**Run 1: a small window of the routed layout**

Scale bar: 10 um. Window x 31 to 56, y 14 to 39 um. Cells in gray, sequential cells in the stronger gray; small squares are vias.
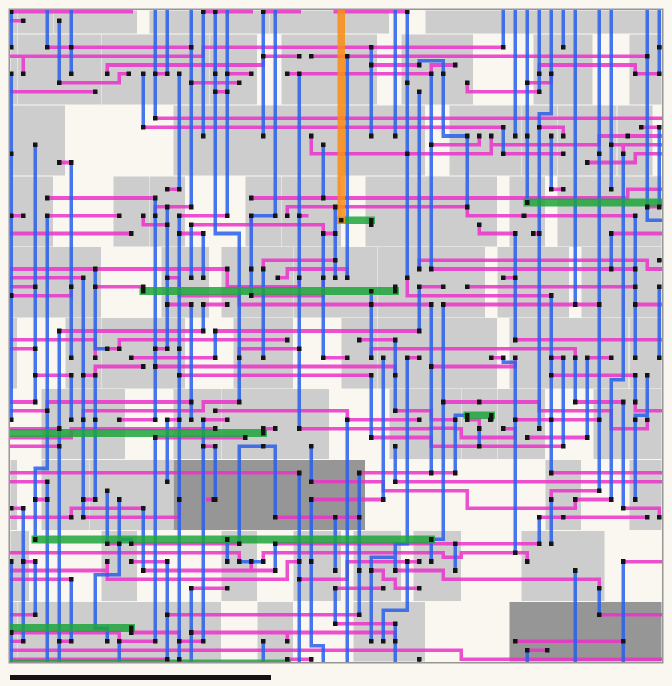
**Run 1: routed clock nets over the placement**

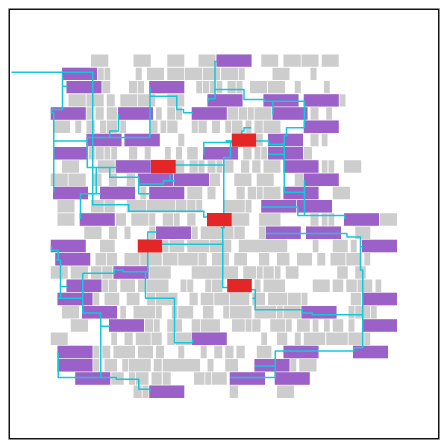
**Run 1: signal metal coverage by tile**

18 x 18 tiles, from black (low) to pale yellow (high), scaled to the fullest tile. Values are wire area over tile area, all layers added.
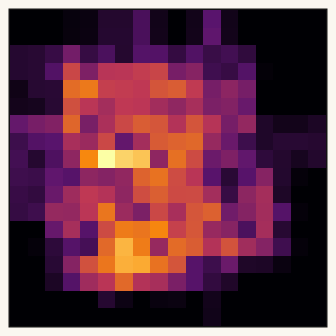
**Run 1: cell outlines without signal wires**

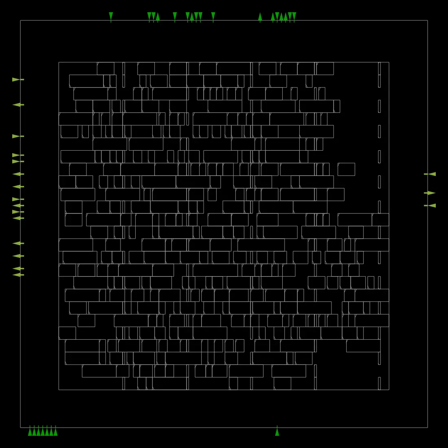
## src/rtl/ym_bus_writer_if.sv

```systemverilog
// Request handshake plus YM2151-style asynchronous CPU bus between the writer (master)
// and its requester / synth core (slave).
interface ym_bus_writer_if;
    logic       req_valid;
    logic       req_ready;
    logic [7:0] req_addr;
    logic [7:0] req_data;
    logic       done;
    logic       err_timeout;
    logic       cs_n;
    logic       wr_n;
    logic       rd_n;
    logic       a0;
    logic [7:0] data_out;
    logic       data_oe;
    logic [7:0] data_in;

    modport master (
        input  req_valid, req_addr, req_data, data_in,
        output req_ready, done, err_timeout, cs_n, wr_n, rd_n, a0, data_out, data_oe
    );

    modport slave (
        output req_valid, req_addr, req_data, data_in,
        input  req_ready, done, err_timeout, cs_n, wr_n, rd_n, a0, data_out, data_oe
    );
endinterface

```

## src/rtl/ym_bus_writer.sv

```systemverilog
// Host-side initiator: each accepted request becomes busy-poll, address write, busy-poll,
// data write on the YM2151 CPU bus, with programmable setup/strobe/hold/recover timing.
module ym_bus_writer #(
    parameter int unsigned SETUP_CYC   = 2,
    parameter int unsigned PULSE_CYC   = 4,
    parameter int unsigned HOLD_CYC    = 2,
    parameter int unsigned RECOVER_CYC = 4,
    parameter int unsigned MAX_POLLS   = 64
) (
    input logic            clk,
    input logic            rst,
    ym_bus_writer_if.master bus
);

    // Bus phases are numbered in execution order so a completed phase advances by +1.
    localparam logic [2:0] PhIdle   = 3'd0;
    localparam logic [2:0] PhPoll1  = 3'd1;
    localparam logic [2:0] PhWaddr  = 3'd2;
    localparam logic [2:0] PhPoll2  = 3'd3;
    localparam logic [2:0] PhWdata  = 3'd4;
    localparam logic [2:0] PhFinish = 3'd5;

    localparam logic [1:0] SubSetup   = 2'd0;
    localparam logic [1:0] SubStrobe  = 2'd1;
    localparam logic [1:0] SubHold    = 2'd2;
    localparam logic [1:0] SubRecover = 2'd3;

    localparam logic [7:0] SetupLd   = 8'(SETUP_CYC);
    localparam logic [7:0] PulseLd   = 8'(PULSE_CYC);
    localparam logic [7:0] HoldLd    = 8'(HOLD_CYC);
    localparam logic [7:0] RecoverLd = 8'(RECOVER_CYC);
    localparam logic [7:0] MaxPolls  = 8'(MAX_POLLS);

    logic [2:0] phase_q, phase_d;
    logic [1:0] sub_q, sub_d;
    logic [7:0] cnt_q, cnt_d;
    logic [7:0] poll_q, poll_d;
    logic       busy_q, busy_d;
    logic       abort_q, abort_d;
    logic [7:0] addr_q, addr_d;
    logic [7:0] data_q, data_d;

    logic       req_ready_q, req_ready_d;
    logic       done_q, done_d;
    logic       err_q, err_d;
    logic       cs_n_q, cs_n_d;
    logic       wr_n_q, wr_n_d;
    logic       rd_n_q, rd_n_d;
    logic       a0_q, a0_d;
    logic [7:0] data_out_q, data_out_d;
    logic       data_oe_q, data_oe_d;

    logic in_poll;
    assign in_poll = (phase_q == PhPoll1) || (phase_q == PhPoll2);

    // Only the busy flag of the status byte matters.
    logic unused_status;
    assign unused_status = ^bus.data_in[6:0];

    always_comb begin
        phase_d = phase_q;
        sub_d   = sub_q;
        cnt_d   = cnt_q;
        poll_d  = poll_q;
        busy_d  = busy_q;
        abort_d = abort_q;
        addr_d  = addr_q;
        data_d  = data_q;

        case (phase_q)
            PhIdle: begin
                if (bus.req_valid && req_ready_q) begin
                    addr_d  = bus.req_addr;
                    data_d  = bus.req_data;
                    phase_d = PhPoll1;
                    sub_d   = SubSetup;
                    cnt_d   = SetupLd;
                    poll_d  = '0;
                    abort_d = 1'b0;
                end
            end
            PhFinish: phase_d = PhIdle;
            default: begin
                if (cnt_q != 8'd1) begin
                    cnt_d = cnt_q - 8'd1;
                end else begin
                    case (sub_q)
                        SubSetup: begin
                            sub_d = SubStrobe;
                            cnt_d = PulseLd;
                        end
                        SubStrobe: begin
                            sub_d = SubHold;
                            cnt_d = HoldLd;
                            if (in_poll) begin
                                busy_d = bus.data_in[7];
                                poll_d = poll_q + 8'd1;
                            end
                        end
                        SubHold: begin
                            sub_d = SubRecover;
                            cnt_d = RecoverLd;
                        end
                        default: begin
                            sub_d = SubSetup;
                            cnt_d = SetupLd;
                            if (in_poll && busy_q) begin
                                // Still busy: re-poll unless this was the last allowed read.
                                if (poll_q == MaxPolls) begin
                                    phase_d = PhFinish;
                                    abort_d = 1'b1;
                                end
                            end else begin
                                phase_d = phase_q + 3'd1;
                                poll_d  = '0;
                            end
                        end
                    endcase
                end
            end
        endcase
    end

    // Outputs are decoded from the next state and registered, so the pins never glitch.
    always_comb begin
        cs_n_d     = 1'b1;
        wr_n_d     = 1'b1;
        rd_n_d     = 1'b1;
        data_oe_d  = 1'b0;
        a0_d       = a0_q;
        data_out_d = data_out_q;
        if ((phase_d == PhWaddr) || (phase_d == PhWdata)) begin
            a0_d       = (phase_d == PhWdata);
            data_out_d = (phase_d == PhWdata) ? data_d : addr_d;
            if (sub_d != SubRecover) begin
                cs_n_d    = 1'b0;
                data_oe_d = 1'b1;
                wr_n_d    = (sub_d != SubStrobe);
            end
        end else if ((phase_d == PhPoll1) || (phase_d == PhPoll2)) begin
            a0_d = 1'b1;
            if (sub_d != SubRecover) begin
                cs_n_d = 1'b0;
                rd_n_d = (sub_d != SubStrobe);
            end
        end
        req_ready_d = (phase_d == PhIdle);
        done_d      = (phase_d == PhFinish);
        err_d       = (phase_d == PhFinish) && abort_d;
    end

    always_ff @(posedge clk) begin
        if (rst) begin
            phase_q     <= PhIdle;
            sub_q       <= SubSetup;
            cnt_q       <= '0;
            poll_q      <= '0;
            busy_q      <= 1'b0;
            abort_q     <= 1'b0;
            addr_q      <= '0;
            data_q      <= '0;
            req_ready_q <= 1'b0;
            done_q      <= 1'b0;
            err_q       <= 1'b0;
            cs_n_q      <= 1'b1;
            wr_n_q      <= 1'b1;
            rd_n_q      <= 1'b1;
            a0_q        <= 1'b0;
            data_out_q  <= '0;
            data_oe_q   <= 1'b0;
        end else begin
            phase_q     <= phase_d;
            sub_q       <= sub_d;
            cnt_q       <= cnt_d;
            poll_q      <= poll_d;
            busy_q      <= busy_d;
            abort_q     <= abort_d;
            addr_q      <= addr_d;
            data_q      <= data_d;
            req_ready_q <= req_ready_d;
            done_q      <= done_d;
            err_q       <= err_d;
            cs_n_q      <= cs_n_d;
            wr_n_q      <= wr_n_d;
            rd_n_q      <= rd_n_d;
            a0_q        <= a0_d;
            data_out_q  <= data_out_d;
            data_oe_q   <= data_oe_d;
        end
    end

    assign bus.req_ready   = req_ready_q;
    assign bus.done        = done_q;
    assign bus.err_timeout = err_q;
    assign bus.cs_n        = cs_n_q;
    assign bus.wr_n        = wr_n_q;
    assign bus.rd_n        = rd_n_q;
    assign bus.a0          = a0_q;
    assign bus.data_out    = data_out_q;
    assign bus.data_oe     = data_oe_q;

endmodule

```

## src/flat_wrapper.sv

```systemverilog
// flat-port wrapper written by rule: the top's interface ports become plain ports
module ym_bus_writer_flat 
#(
    parameter int unsigned SETUP_CYC   = 2,
    parameter int unsigned PULSE_CYC   = 4,
    parameter int unsigned HOLD_CYC    = 2,
    parameter int unsigned RECOVER_CYC = 4,
    parameter int unsigned MAX_POLLS   = 64
)
  (clk, rst, bus_req_valid, bus_req_addr, bus_req_data, bus_data_in, bus_req_ready, bus_done, bus_err_timeout, bus_cs_n, bus_wr_n, bus_rd_n, bus_a0, bus_data_out, bus_data_oe);
  ym_bus_writer_if bus_i ();
  input logic clk;
  input logic rst;
  input wire logic [$bits(bus_i.req_valid)-1:0] bus_req_valid;
  input wire logic [$bits(bus_i.req_addr)-1:0] bus_req_addr;
  input wire logic [$bits(bus_i.req_data)-1:0] bus_req_data;
  input wire logic [$bits(bus_i.data_in)-1:0] bus_data_in;
  output wire logic [$bits(bus_i.req_ready)-1:0] bus_req_ready;
  output wire logic [$bits(bus_i.done)-1:0] bus_done;
  output wire logic [$bits(bus_i.err_timeout)-1:0] bus_err_timeout;
  output wire logic [$bits(bus_i.cs_n)-1:0] bus_cs_n;
  output wire logic [$bits(bus_i.wr_n)-1:0] bus_wr_n;
  output wire logic [$bits(bus_i.rd_n)-1:0] bus_rd_n;
  output wire logic [$bits(bus_i.a0)-1:0] bus_a0;
  output wire logic [$bits(bus_i.data_out)-1:0] bus_data_out;
  output wire logic [$bits(bus_i.data_oe)-1:0] bus_data_oe;
  assign bus_i.req_valid = bus_req_valid;
  assign bus_i.req_addr = bus_req_addr;
  assign bus_i.req_data = bus_req_data;
  assign bus_i.data_in = bus_data_in;
  assign bus_req_ready = bus_i.req_ready;
  assign bus_done = bus_i.done;
  assign bus_err_timeout = bus_i.err_timeout;
  assign bus_cs_n = bus_i.cs_n;
  assign bus_wr_n = bus_i.wr_n;
  assign bus_rd_n = bus_i.rd_n;
  assign bus_a0 = bus_i.a0;
  assign bus_data_out = bus_i.data_out;
  assign bus_data_oe = bus_i.data_oe;
  ym_bus_writer #(.SETUP_CYC(SETUP_CYC), .PULSE_CYC(PULSE_CYC), .HOLD_CYC(HOLD_CYC), .RECOVER_CYC(RECOVER_CYC), .MAX_POLLS(MAX_POLLS)) u_core (.clk(clk), .rst(rst), .bus(bus_i));
endmodule
```

## config.mk

```make
export PLATFORM = sky130hd
export DESIGN_NAME = ym_bus_writer_flat
export DESIGN_NICKNAME = d
export VERILOG_FILES = /design/src/rtl/ym_bus_writer_if.sv /design/src/rtl/ym_bus_writer.sv /design/src/flat_wrapper.sv
export SDC_FILE = /design/constraint.sdc
export NUM_CORES = 1
export LEC_CHECK = 0
export CAP_MARGIN = 5
export CORE_MARGIN = 8
export CORE_UTILIZATION = 53
export CTS_CLUSTER_DIAMETER = 150
export CTS_CLUSTER_SIZE = 24
export DETAILED_ROUTE_END_ITERATION = 12
export GPL_TIMING_DRIVEN = 0
export PLACE_DENSITY = 0.79
export SYNTH_ARGS = -nofsm -noshare
export SYNTH_HDL_FRONTEND = slang
export SYNTH_SLANG_ARGS = --single-unit
export TNS_END_PERCENT = 1
```

## constraint.sdc

```tcl
create_clock -name clk -period 3.2 [get_ports clk]
set_input_delay 0.32 -clock clk [delete_from_list [all_inputs] [get_ports clk]]
set_output_delay 0.32 -clock clk [all_outputs]
set_load 0.02 [all_outputs]
```

==> flow_summary_export.csv, run 1 <==
group,metric,value,unit
clock_network,cts.path.max_buffers,2,
final_layout,syn2layout_area_growth,19.1,%
job,cap_violations,0,
final_timing,fmax,0.352,GHz
worst_setup_path,cp-endpoint,"u_core.bus.data_out[5]",
outcome,status,"complete, no violations",
power_and_ir_drop,pwr-share-seq,0.517,
clock_network,root_buffer,"clkbuf_8",
clock_network,ctsResizeCount,0,
global_route,track_usage,0.183,
logic_synthesis,netlist_area,0.00274,mm2
power_and_ir_drop,switchingPower,0.000450,W
logic_synthesis,ys_seq_frac,0.402,
final_layout,finalInstanceArea,0.00326,mm2
final_timing,tightest_slew,715,ps
place,dp_cells,417,
drt,top_layer_used,"met4",
logic_synthesis,fp_nets,351,
drt,drtIter0Drc,176,
power_and_ir_drop,p_sw_frac,0.311,
power_and_ir_drop,irDropWorstVdd,0.282,mV
place,io_buffers,35,
logic_synthesis,ys.flops,55,
final_layout,mi_logic_area,0.00154,mm2
clock_network,postCtsHoldBufs,0,
global_route,grt_overflow,0,
power_and_ir_drop,comb_cell_power,0.000324,W
worst_setup_path,critical_path_arrival,3100,ps
worst_setup_path,path_max_fanout,10,
worst_setup_path,endpoint_kind,"flip-flop",
worst_setup_path,crit_path_max_incr_delay,420,ps
final_layout,largest_class,"combinational gates",
logic_synthesis,ys.warnings.count,0,
global_route,grt_pass1_vias,2355,
worst_setup_path,cp_num_buf_inv,2,
job,tool_warnings,41,
final_layout,seq_share,0.337,
final_layout,final_cell_mix,"55 x dfxtp_1, 50 x nand2_1, 35 x clkdlybuf4s50_1",
logic_synthesis,top_cells_by_count,"55 x dfxtp_1, 50 x nand2_1, 31 x a21oi_1, 26 x nor2_1, 16 x nand4_1",
power_and_ir_drop,p_int,0.000996,W
power_and_ir_drop,clkPwrFrac,0.259,
floorplanning,coreArea,0.00504,mm2
global_route,globalRouteMet2Util,0.292,
floorplanning,die_width,87.9,um
worst_setup_path,crit_slowest_cell,"dfxtp_1",
logic_synthesis,synth.cellmix.adderShare,0.0548,
logic_synthesis,area_leaders,"dfxtp_1 40%, nand2_1 6.8%, a21oi_1 5.7%, ha_1 5.5%, nand4_1 3.7%",
worst_setup_path,crit_family,"AND-OR/OR-AND gates",
final_timing,slew_viol_final,0,
final_timing,fin_crit,2840,ps
logic_synthesis,synth-xor-area-share,0.0351,
About 'a small window of the routed layout':
color	layer
green	metal 3
orange	metal 4
blue	metal 2
magenta	metal 1
sequential cells in the window	2
most frequent	nor2_1 (8), nand2_1 (4), nor3_1 (3)
cells with their middle in the window	54
netlist names of flops here include	u_core.cnt_q (2)

About 'routed clock nets over the placement':
[cyan] clock wires | length: 616 um
[purple] flip-flops | count: 55
[red] clock drivers | count: 5
routed clock nets	6

About 'signal metal coverage by tile':
nearly empty tiles	28%
densest ninth of the die	center
fullest tile	0.56

About 'cell outlines without signal wires':
post-route core utilization: 0.647
Finished Layout Cells: 425

==> run 2: changes to the inputs <==
--- a/config.mk
+++ b/config.mk
@@ -6,7 +6,6 @@
 export NUM_CORES = 1
 export LEC_CHECK = 0
 export CAP_MARGIN = 5
-export CORE_MARGIN = 8
 export CORE_UTILIZATION = 53
 export CTS_CLUSTER_DIAMETER = 150
 export CTS_CLUSTER_SIZE = 24
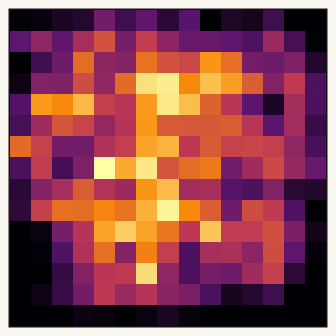
**Above:** run 2 (signal metal coverage by tile).
15 x 15 tiles, from black (low) to pale yellow (high), scaled to the fullest tile. Values are wire area over tile area, all layers added.
tiles over half the peak	35%
fullest tile	0.48
mean over tiles	0.18
densest ninth of the die	center
nearly empty tiles	13%

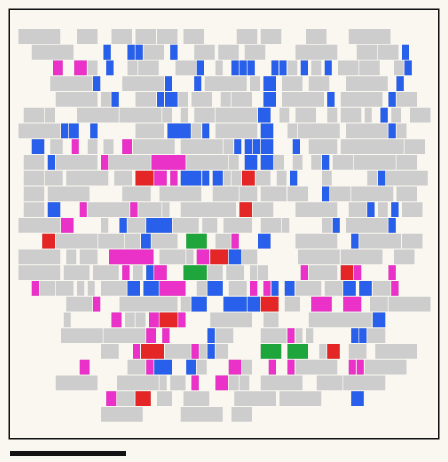
**Above:** run 2 (selected gate families).
Scale bar: 20 um.
color	family	cells
red	AND and OR gates	11
magenta	NOR gates	45
green	multiplexers	4
blue	NAND gates	81

==> run 2 against run 1 <==
  * Combinational power fell by 3%
  * Worst hold slack better by 10 ps
  * Clock power increased by 42%
  * Non-clock buffer count unchanged
  * Highest routed layer unchanged
==> flow_summary_export.csv, run 2 <==
group,metric,value,unit
final_layout,final_cell_mix,"55 x dfxtp_1, 50 x nand2_1, 35 x clkdlybuf4s50_1",
drt,top_layer_used,"met4",
power_and_ir_drop,switchingPower,0.000440,W
logic_synthesis,ys.flops,55,
final_layout,largest_class,"combinational gates",
worst_setup_path,crit_path_max_incr_delay,430,ps
global_route,grt_overflow,0,
worst_setup_path,crit_slowest_cell,"dfxtp_1",
floorplanning,coreArea,0.00485,mm2
logic_synthesis,ys_seq_frac,0.402,
power_and_ir_drop,p_sw_frac,0.276,
worst_setup_path,crit_family,"AND-OR/OR-AND gates",
worst_setup_path,cp_num_buf_inv,2,
place,io_buffers,35,
power_and_ir_drop,pwr-share-seq,0.470,
final_layout,finish.utilization,0.683,
global_route,globalRouteMet2Util,0.400,
final_timing,fin_crit,2890,ps
logic_synthesis,synth-xor-area-share,0.0351,
logic_synthesis,area_leaders,"dfxtp_1 40%, nand2_1 6.8%, a21oi_1 5.7%, ha_1 5.5%, nand4_1 3.7%",
power_and_ir_drop,irDropWorstVdd,0.304,mV
final_layout,finalInstanceArea,0.00331,mm2
final_layout,seq_share,0.332,
final_layout,syn2layout_area_growth,20.8,%
final_timing,slew_viol_final,0,
clock_network,cts.path.max_buffers,2,
logic_synthesis,ys.warnings.count,0,
final_timing,fmax,0.346,GHz
logic_synthesis,top_cells_by_count,"55 x dfxtp_1, 50 x nand2_1, 31 x a21oi_1, 26 x nor2_1, 16 x nand4_1",
worst_setup_path,critical_path_arrival,3140,ps
outcome,status,"complete, no violations",
power_and_ir_drop,comb_cell_power,0.000313,W
power_and_ir_drop,p_int,0.00115,W
logic_synthesis,synth.cellmix.adderShare,0.0548,
worst_setup_path,cp-endpoint,"u_core.bus.data_out[6]",
power_and_ir_drop,clkPwrFrac,0.333,
worst_setup_path,path_max_fanout,10,
final_layout,mi_logic_area,0.00154,mm2
final_timing,tightest_slew,692,ps
logic_synthesis,fp_nets,351,
job,cap_violations,0,
Power and IR drop assume default switching activity.
